$ cat src/rtl/plic_lite.sv
`default_nettype none
// ============================================================================
// plic_lite : compact platform-level interrupt controller with a Wishbone
//             register port, a level-triggered gateway per source and claim/complete.
// Revision  : 1.0
// ============================================================================
module plic_lite #(
   parameter int NUM_SOURCES    = 7,
   parameter int PRIORITY_WIDTH = 3
) (
   input  logic                   clock,
   input  logic                   reset,
   input  logic                   wb_cyc,
   input  logic                   wb_stb,
   input  logic                   wb_we,
   input  logic [21:0]            wb_addr,
   input  logic [31:0]            wb_dat_i,
   output logic [31:0]            wb_dat_o,
   output logic                   wb_ack,
   input  logic [NUM_SOURCES-1:0] interrupt_sources,
   output logic                   external_interrupt
);

   localparam int N  = NUM_SOURCES;
   localparam int PW = PRIORITY_WIDTH;

   localparam logic [0:0] IDLE = 1'b0;
   localparam logic [0:0] ACK  = 1'b1;

   localparam logic [19:0] PENDING_W = 20'h00400;
   localparam logic [19:0] ENABLE_W  = 20'h00800;
   localparam logic [19:0] THRESH_W  = 20'h80000;
   localparam logic [19:0] CLAIM_W   = 20'h80001;

   logic [0:0]    state_q, state_d;
   logic [31:0]   dat_o_q, dat_o_d;
   logic [N:1]    sync1_q, sync2_q;
   logic [N:1]    pending_q, pending_d;
   logic [N:1]    in_flight_q, in_flight_d;
   logic [N:1]    enable_q, enable_d;
   logic [PW-1:0] threshold_q, threshold_d;
   logic [PW-1:0] prio_q [1:N];
   logic [PW-1:0] prio_d [1:N];
   logic          ext_q, ext_d;

   logic          access;
   logic [19:0]   word;
   logic [N:1]    eligible;
   logic [4:0]    claim_id;
   logic [PW-1:0] best_prio;
   logic          unused_bits;

   assign word        = wb_addr[21:2];
   assign access      = (state_q == IDLE) && wb_cyc && wb_stb;
   assign unused_bits = ^{wb_addr[1:0], wb_dat_i};

   // Strict '>' while scanning upward keeps the lowest ID on priority ties.
   always_comb begin
      eligible  = '0;
      claim_id  = 5'd0;
      best_prio = '0;
      for (int i = 1; i <= N; i++) begin
         eligible[i] = pending_q[i] & enable_q[i] & (prio_q[i] > threshold_q);
         if (eligible[i] && (prio_q[i] > best_prio)) begin
            claim_id  = 5'(i);
            best_prio = prio_q[i];
         end
      end
   end

   always_comb begin
      state_d     = state_q;
      dat_o_d     = dat_o_q;
      pending_d   = pending_q;
      in_flight_d = in_flight_q;
      enable_d    = enable_q;
      threshold_d = threshold_q;
      prio_d      = prio_q;
      ext_d       = |eligible;

      for (int i = 1; i <= N; i++) begin
         if (sync2_q[i] && !pending_q[i] && !in_flight_q[i]) pending_d[i] = 1'b1;
      end

      if (state_q == ACK) state_d = IDLE;

      if (access) begin
         state_d = ACK;
         dat_o_d = '0;
         for (int i = 1; i <= N; i++) begin
            if (word == 20'(i)) begin
               dat_o_d[PW-1:0] = prio_q[i];
               if (wb_we) prio_d[i] = wb_dat_i[PW-1:0];
            end
         end
         case (word)
            PENDING_W: begin
               for (int i = 1; i <= N; i++) dat_o_d[i] = pending_q[i];
            end
            ENABLE_W: begin
               for (int i = 1; i <= N; i++) dat_o_d[i] = enable_q[i];
               if (wb_we) enable_d = wb_dat_i[N:1];
            end
            THRESH_W: begin
               dat_o_d[PW-1:0] = threshold_q;
               if (wb_we) threshold_d = wb_dat_i[PW-1:0];
            end
            CLAIM_W: begin
               if (wb_we) begin
                  for (int i = 1; i <= N; i++) begin
                     if (wb_dat_i[4:0] == 5'(i)) in_flight_d[i] = 1'b0;
                  end
               end else begin
                  // Claim overrides a gateway set of the same ID on this edge.
                  dat_o_d = {27'd0, claim_id};
                  for (int i = 1; i <= N; i++) begin
                     if (claim_id == 5'(i)) begin
                        pending_d[i]   = 1'b0;
                        in_flight_d[i] = 1'b1;
                     end
                  end
               end
            end
            default: ;
         endcase
      end
   end

   always_ff @(posedge clock or posedge reset) begin
      if (reset) begin
         state_q     <= IDLE;
         dat_o_q     <= '0;
         sync1_q     <= '0;
         sync2_q     <= '0;
         pending_q   <= '0;
         in_flight_q <= '0;
         enable_q    <= '0;
         threshold_q <= '0;
         ext_q       <= 1'b0;
         for (int i = 1; i <= N; i++) prio_q[i] <= '0;
      end else begin
         state_q     <= state_d;
         dat_o_q     <= dat_o_d;
         sync1_q     <= interrupt_sources;
         sync2_q     <= sync1_q;
         pending_q   <= pending_d;
         in_flight_q <= in_flight_d;
         enable_q    <= enable_d;
         threshold_q <= threshold_d;
         ext_q       <= ext_d;
         for (int i = 1; i <= N; i++) prio_q[i] <= prio_d[i];
      end
   end

   assign wb_ack             = (state_q == ACK);
   assign wb_dat_o           = dat_o_q;
   assign external_interrupt = ext_q;

endmodule
`default_nettype wire

$ cat config.mk
export PLATFORM = sky130hd
export DESIGN_NAME = plic_lite
export DESIGN_NICKNAME = d
export VERILOG_FILES = /design/src/rtl/plic_lite.sv
export SDC_FILE = /design/constraint.sdc
export NUM_CORES = 1
export LEC_CHECK = 0
export CAP_MARGIN = 5
export CORE_MARGIN = 4
export CORE_UTILIZATION = 25
export CTS_BUF_LIST = sky130_fd_sc_hd__clkbuf_8
export CTS_CLUSTER_SIZE = 25
export DETAILED_ROUTE_END_ITERATION = 6
export GPL_ROUTABILITY_DRIVEN = 0
export SYNTH_ARGS = -nofsm -noshare
export SYNTH_HDL_FRONTEND = slang
export SYNTH_SLANG_ARGS = --single-unit
$ cat constraint.sdc
create_clock -name clock -period 12.3 [get_ports clock]
set_clock_uncertainty 0.05 [all_clocks]
set_input_delay 3.69 -clock clock [delete_from_list [all_inputs] [get_ports clock]]
set_output_delay 3.69 -clock clock [all_outputs]
set_load 0.01 [all_outputs]
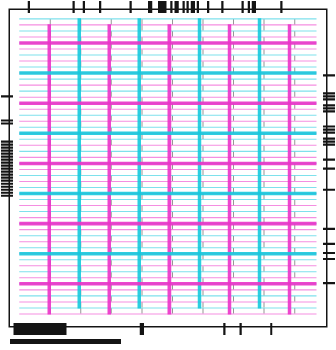
*Floorplan with the power grid, run 1*
Bar = 50 µm. Pins as bars on the die edge. Tap cells in grey.
colour	net
magenta	VSS
cyan	VDD
tap cells	229
met4 straps	9
met1 rails	50
rows	49

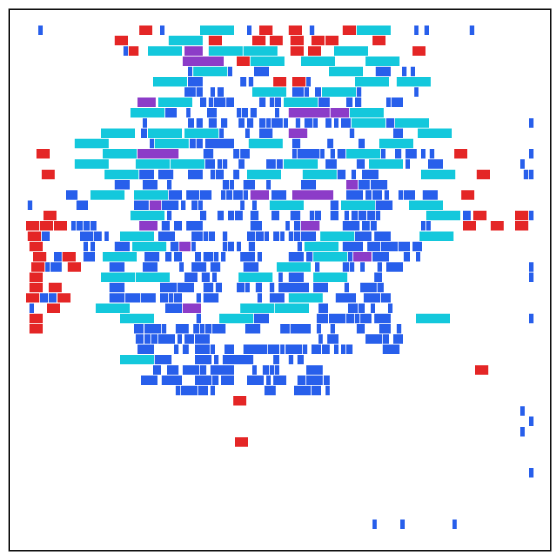
*Cell classes on the final placement, run 1*
colour	class	cells	share of their area
red	remaining buffers and delay cells	50	9.7%
blue	remaining logic cells	390	52%
cyan	registers	69	34%
purple	clock drivers and dummy loads	16	5.3%

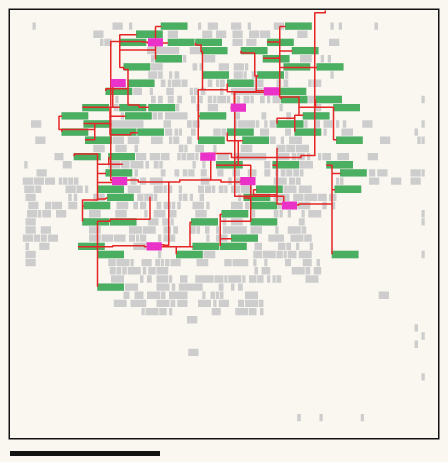
*Clock wires, drivers and flops, run 1*
Bar = 50 µm.
[red] clock wires | length: 982 µm
[magenta] clock-net drivers | count: 9
[green] flip-flops | count: 69
routed clock nets	10

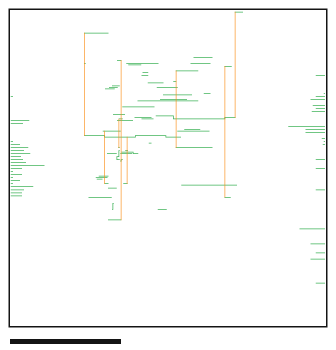
*Wiring by layer, run 1*
Bar = 50 µm. Only two layers are drawn.
colour	layer	wire length
orange	M4	318 µm
green	M3	639 µm

==> reports/qor.csv, run 1 <==
metric,value,unit
cell repeated most along the worst path,sky130_fd_sc_hd__ha_1,
final setup fails,0,
Mean Syn Cell Area,9.554,µm²
uppermost metal layer occupied by signal nets,met4,
largest cells by area after synthesis,"sky130_fd_sc_hd__dfrtp_1 (38%), sky130_fd_sc_hd__ha_1 (9.9%), sky130_fd_sc_hd__mux2_2 (8.4%)",
Core Util at FP,0.2535,
overall chip area,20370,µm²
routed vias/inst,4.991,
buffer count from post-CTS setup fixing,0,
first-pass GRT wire length,18.89,mm
nonclk buf count,50,
Critical path origin,threshold_q[1],
Avg WL per Cell,15.86,µm
met1 Resource Use GR,0.1587,
combinational-cell power consumption,0.0000476,W
critical path depth,49,
Top Family by Delay on Critical Path,AND-OR/OR-AND gates,
final sum of negative setup slack,0,ps
switching share of power,0.2303,
met3 track utilization from global routing,0.02411,
seq_cells,69,
"share of synthesized cell area in full adder, half adder and majority cells",0.09926,
number of CTS-inserted buffers,9,
H-tree depth,3,
HPWL reported at the end of detailed placement,8.933,mm
maximum buffer depth of the clock tree,2,
total area of sequential cells,1727,µm²
leading area contributor after synthesis,sky130_fd_sc_hd__dfrtp_1,
IO buf count,49,
DRT Pass-1 Iters,5,
net load switching power,0.0001233,W
hold buffer count at CTS,0,
"Hold Vio Cnt, Final",0,
area growth from synthesis to final layout,19.74,%
MaxCap Viol Count,0,
"Period Utilization, post-route",0.8955,
type of the setup path with the least slack,flop to flop,
start of the worst register-to-register path,threshold_q[1],
fraction of synthesis flops using an asynchronous set or reset pin,1.000,
final tally of max-slew violations,0,
"XOR-XNOR Cells, Area Fraction",0,
Post-Synth AOI/OAI Area,0.1607,
share of cells above drive strength 1,0.1276,
register with the most flip-flops,prio_q,
reg2reg path depth,49,
leftover overflow at the end of global routing,0,
TritonCTS clock tree,built,
worst hold start,sync1_q[4],
primary flip-flop cell chosen by synthesis mapping,sky130_fd_sc_hd__dfrtp_1,
count of nets left with antenna violations after detail routing,0,
power drawn by the sequential cells,0.000236,W
"flip-flop count of the largest register, all copies and words added",21,
Die X-Extent,142.7,µm
post-route minimum period,11010,ps
Pwr Density,98.52,nW/µm²
simple share,0.1737,
OpenROAD warnings,52,
flip-flops with a built-in enable,0,
leakage power summed over all cells,2.295,nW
Synth Register Bits,69,
number of antenna violations at the first check in global routing,0,
detailed-route via count,3763,
category of the worst setup path capture point,flop,
result of the run,finished clean,
transition at the pin with the smallest max-transition slack,869.1,ps
Area-dominant class,multi-input combinational cells,
I/O pin cnt,100,
core footprint,17900,µm²
via count of the first global-routing pass,3541,
setup repair after global routing missed its margin,false,
signal buffers share of area,0.09164,
cell with the biggest individual delay on the critical path,sky130_fd_sc_hd__a21oi_2,
worst-case register-to-register setup slack,1290,ps
internal power component,0.0004121,W
count of non-CTS inverters in the layout,31,
post-route met1 wirelength,5.505,mm
insertion delay to the later sink of the worst-skew pair,360,ps
worst-case hold slack,290.7,ps
gr busiest metal,met2,
largest incremental delay on the critical path,690,ps
total DRC errors in the routed layout,0,
==> run 2, diff against run 1 <==
==> constraint.sdc (replaced) <==
create_clock -name clock -period 12.3 [get_ports clock]
set_clock_uncertainty 0.05 [all_clocks]
set_input_delay 3.69 -clock clock [delete_from_list [all_inputs] [get_ports clock]]
set_output_delay 3.69 -clock clock [all_outputs]
set_load 0.1 [all_outputs]
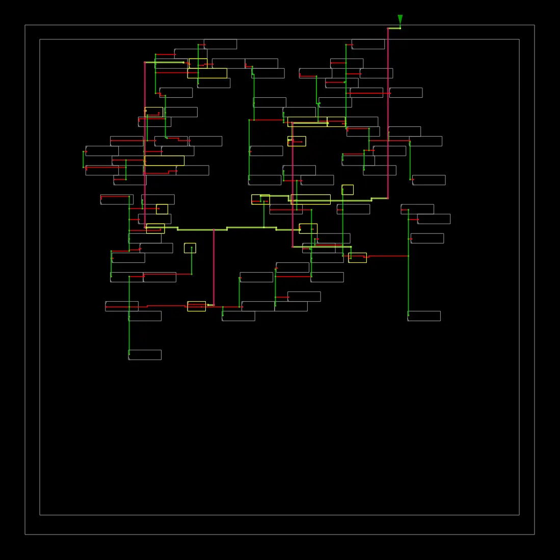
*Clock routing, run 2*
clock group power: 0.000252 W
number of CTS-inserted buffers: 9

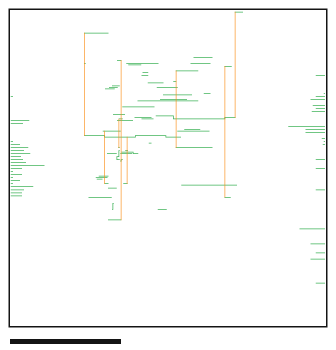
*Wiring by layer, run 2*
Bar = 50 µm. Only two layers are drawn.
colour	layer	wire length
orange	M4	318 µm
green	M3	639 µm

==> run 2 against run 1 <==
- cell count unchanged
- register-to-register slack barely moved
- flip-flop count unchanged
- critical path type unchanged
- largest power group unchanged
- largest cell class unchanged
- non-clock buffer count is the same
- first-iteration DRC count unchanged
- worst hold slack did not move
==> reports/qor.csv, run 2 <==
metric,value,unit,change
final tally of max-slew violations,0,,unchanged
transition at the pin with the smallest max-transition slack,981.7,ps,+112.6 ps
MaxCap Viol Count,0,,unchanged
first-pass GRT wire length,18.89,mm,unchanged
Avg WL per Cell,15.86,µm,unchanged
largest incremental delay on the critical path,690,ps,about the same
Area-dominant class,multi-input combinational cells,,
category of the worst setup path capture point,flop,,
net load switching power,0.0001801,W,+46%
IO buf count,49,,unchanged
OpenROAD warnings,52,,unchanged
Synth Register Bits,69,,unchanged
seq_cells,69,,unchanged
register with the most flip-flops,prio_q,,
final sum of negative setup slack,0,ps,unchanged
share of cells above drive strength 1,0.1276,,unchanged
Die X-Extent,142.7,µm,unchanged
Critical path origin,threshold_q[1],,
met3 track utilization from global routing,0.02411,,unchanged
H-tree depth,3,,unchanged
"share of synthesized cell area in full adder, half adder and majority cells",0.09926,,unchanged
HPWL reported at the end of detailed placement,8.933,mm,unchanged
"Period Utilization, post-route",0.8955,,unchanged
Pwr Density,109.0,nW/µm²,+11%
critical path depth,49,,unchanged
setup repair after global routing missed its margin,false,,
buffer count from post-CTS setup fixing,0,,unchanged
"flip-flop count of the largest register, all copies and words added",21,,unchanged
routed vias/inst,4.991,,unchanged
signal buffers share of area,0.09164,,unchanged
result of the run,finished clean,,
simple share,0.1737,,unchanged
met1 Resource Use GR,0.1587,,unchanged
start of the worst register-to-register path,threshold_q[1],,
hold buffer count at CTS,0,,unchanged
TritonCTS clock tree,built,,
gr busiest metal,met2,,
Mean Syn Cell Area,9.554,µm²,unchanged
combinational-cell power consumption,0.000104,W,+120%
area reported by Yosys stat,4538,µm²,
worst-case register-to-register setup slack,1290,ps,about the same
capture point of the worst reg-to-reg path,in_flight_q[5],,
DRT Pass-1 Iters,5,,unchanged
post-route minimum period,11010,ps,unchanged
leading area contributor after synthesis,sky130_fd_sc_hd__dfrtp_1,,
overall chip area,20370,µm²,unchanged
cell repeated most along the worst path,sky130_fd_sc_hd__ha_1,,
worst hold start,sync1_q[4],,
reg2reg path depth,49,,unchanged
internal power component,0.0004120,W,about the same
fraction of synthesis flops using an asynchronous set or reset pin,1.000,,unchanged
leftover overflow at the end of global routing,0,,unchanged
uppermost metal layer occupied by signal nets,met4,,
number of antenna violations at the first check in global routing,0,,unchanged
worst-case hold slack,290.7,ps,unchanged
switching share of power,0.3042,,+0.07391
power drawn by the sequential cells,0.000236,W,about the same
count of nets left with antenna violations after detail routing,0,,unchanged
core footprint,17900,µm²,unchanged
"Hold Vio Cnt, Final",0,,unchanged
type of the setup path with the least slack,flop to flop,,
Top Family by Delay on Critical Path,AND-OR/OR-AND gates,,
insertion delay to the later sink of the worst-skew pair,360,ps,about the same
Core Util at FP,0.2535,,unchanged
post-route met1 wirelength,5.505,mm,unchanged
largest cells by area after synthesis,"sky130_fd_sc_hd__dfrtp_1 (38%), sky130_fd_sc_hd__ha_1 (9.9%), sky130_fd_sc_hd__mux2_2 (8.4%)",,
I/O pin cnt,100,,unchanged
primary flip-flop cell chosen by synthesis mapping,sky130_fd_sc_hd__dfrtp_1,,
### Floorplan with the power grid, run 2

Bar = 50 µm. Pins as bars on the die edge. Tap cells in grey.
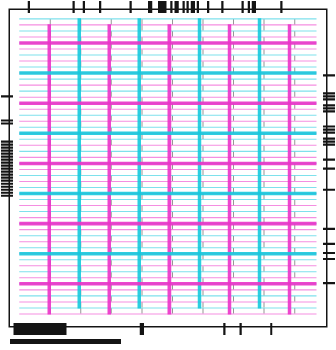

==> run 3, diff against run 2 <==
--- a/config.mk
+++ b/config.mk
@@ -12,6 +12,7 @@
 export CTS_CLUSTER_SIZE = 25
 export DETAILED_ROUTE_END_ITERATION = 6
 export GPL_ROUTABILITY_DRIVEN = 0
+export PLACE_DENSITY_LB_ADDON = 0.3
 export SYNTH_ARGS = -nofsm -noshare
 export SYNTH_HDL_FRONTEND = slang
 export SYNTH_SLANG_ARGS = --single-unit
==> constraint.sdc (replaced) <==
create_clock -name clock -period 12.6 [get_ports clock]
set_clock_uncertainty 0.05 [all_clocks]
set_input_delay 3.78 -clock clock [delete_from_list [all_inputs] [get_ports clock]]
set_output_delay 3.78 -clock clock [all_outputs]
set_load 0.1 [all_outputs]
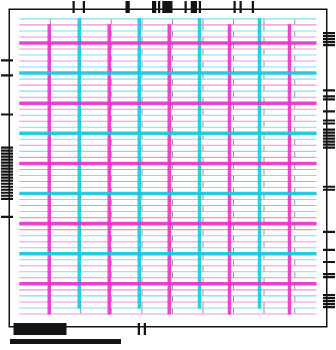
*Floorplan with the power grid, run 3*
Bar = 50 µm. Pins as bars on the die edge. Tap cells in grey.
colour	net
magenta	VSS
cyan	VDD
rows	49
met4 straps	9

==> run 3 against run 2 <==
- sequential share of layout area up 0.36 points
- sequential power down 2%
- worst hold slack better by 3.3 ps
- combinational power about the same
- global-route usage up 0.53 points
- first-iteration DRC count up 40%
- routed wire length up 5.1%
- cell area down 1.1%
- maximum frequency down 1.1%
- total power down 11%
- largest power group is now sequential cells
==> reports/qor.csv, run 3 <==
metric,value,unit,change
result of the run,finished clean,,
post-route met1 wirelength,5.504,mm,about the same
start of the worst register-to-register path,threshold_q[1],,
largest incremental delay on the critical path,660,ps,-30 ps
switching share of power,0.3291,,+0.02493
Top Family by Delay on Critical Path,AND-OR/OR-AND gates,,
TritonCTS clock tree,built,,
buffer count from post-CTS setup fixing,0,,unchanged
"share of synthesized cell area in full adder, half adder and majority cells",0.09926,,unchanged
transition at the pin with the smallest max-transition slack,983.3,ps,+1.575 ps
internal power component,0.0003520,W,-15%
cell repeated most along the worst path,sky130_fd_sc_hd__ha_1,,
net load switching power,0.0001727,W,-4.1%
largest cells by area after synthesis,"sky130_fd_sc_hd__dfrtp_1 (38%), sky130_fd_sc_hd__ha_1 (9.9%), sky130_fd_sc_hd__mux2_2 (8.4%)",,
worst-case register-to-register setup slack,1460,ps,+170 ps
type of the setup path with the least slack,flop to flop,,
critical path depth,49,,unchanged
Core Util at FP,0.2535,,unchanged
worst hold start,sync1_q[2],,
first-pass GRT wire length,19.51,mm,+3.3%
OpenROAD warnings,52,,unchanged
"Hold Vio Cnt, Final",0,,unchanged
power drawn by the sequential cells,0.000231,W,-2%
"flip-flop count of the largest register, all copies and words added",21,,unchanged
reg2reg path depth,49,,unchanged
worst-case hold slack,294.0,ps,+3.292 ps
simple share,0.1737,,unchanged
Area-dominant class,multi-input combinational cells,,
post-route minimum period,11140,ps,+125.2 ps
final tally of max-slew violations,0,,unchanged
overall chip area,20370,µm²,unchanged
register with the most flip-flops,prio_q,,
DRT Pass-1 Iters,5,,unchanged
met3 track utilization from global routing,0.03182,,+0.007703
seq_cells,69,,unchanged
hold buffer count at CTS,0,,unchanged
number of CTS-inserted buffers,9,,unchanged
combinational-cell power consumption,0.000102,W,about the same
setup repair after global routing missed its margin,false,,
Avg WL per Cell,16.66,µm,+5.1%
gr busiest metal,met2,,
Critical path origin,threshold_q[1],,
IO buf count,49,,unchanged
Synth Register Bits,69,,unchanged
uppermost metal layer occupied by signal nets,met4,,
met1 Resource Use GR,0.1550,,-0.003759
area reported by Yosys stat,4538,µm²,unchanged
HPWL reported at the end of detailed placement,9.476,mm,+6.1%
"Period Utilization, post-route",0.8841,,-0.01138
leftover overflow at the end of global routing,0,,unchanged
signal buffers share of area,0.09269,,+0.001046
MaxCap Viol Count,0,,unchanged
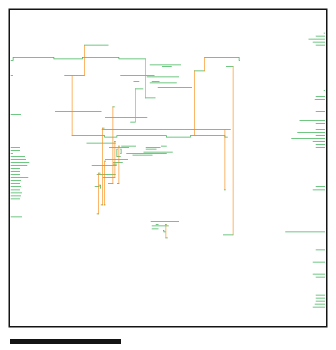
*Wiring by layer, run 3*
Bar = 50 µm. Only two layers are drawn.
colour	layer	wire length
orange	M4	359 µm
green	M3	799 µm

No activity file was given, so power comes from the tool's default toggle rates.
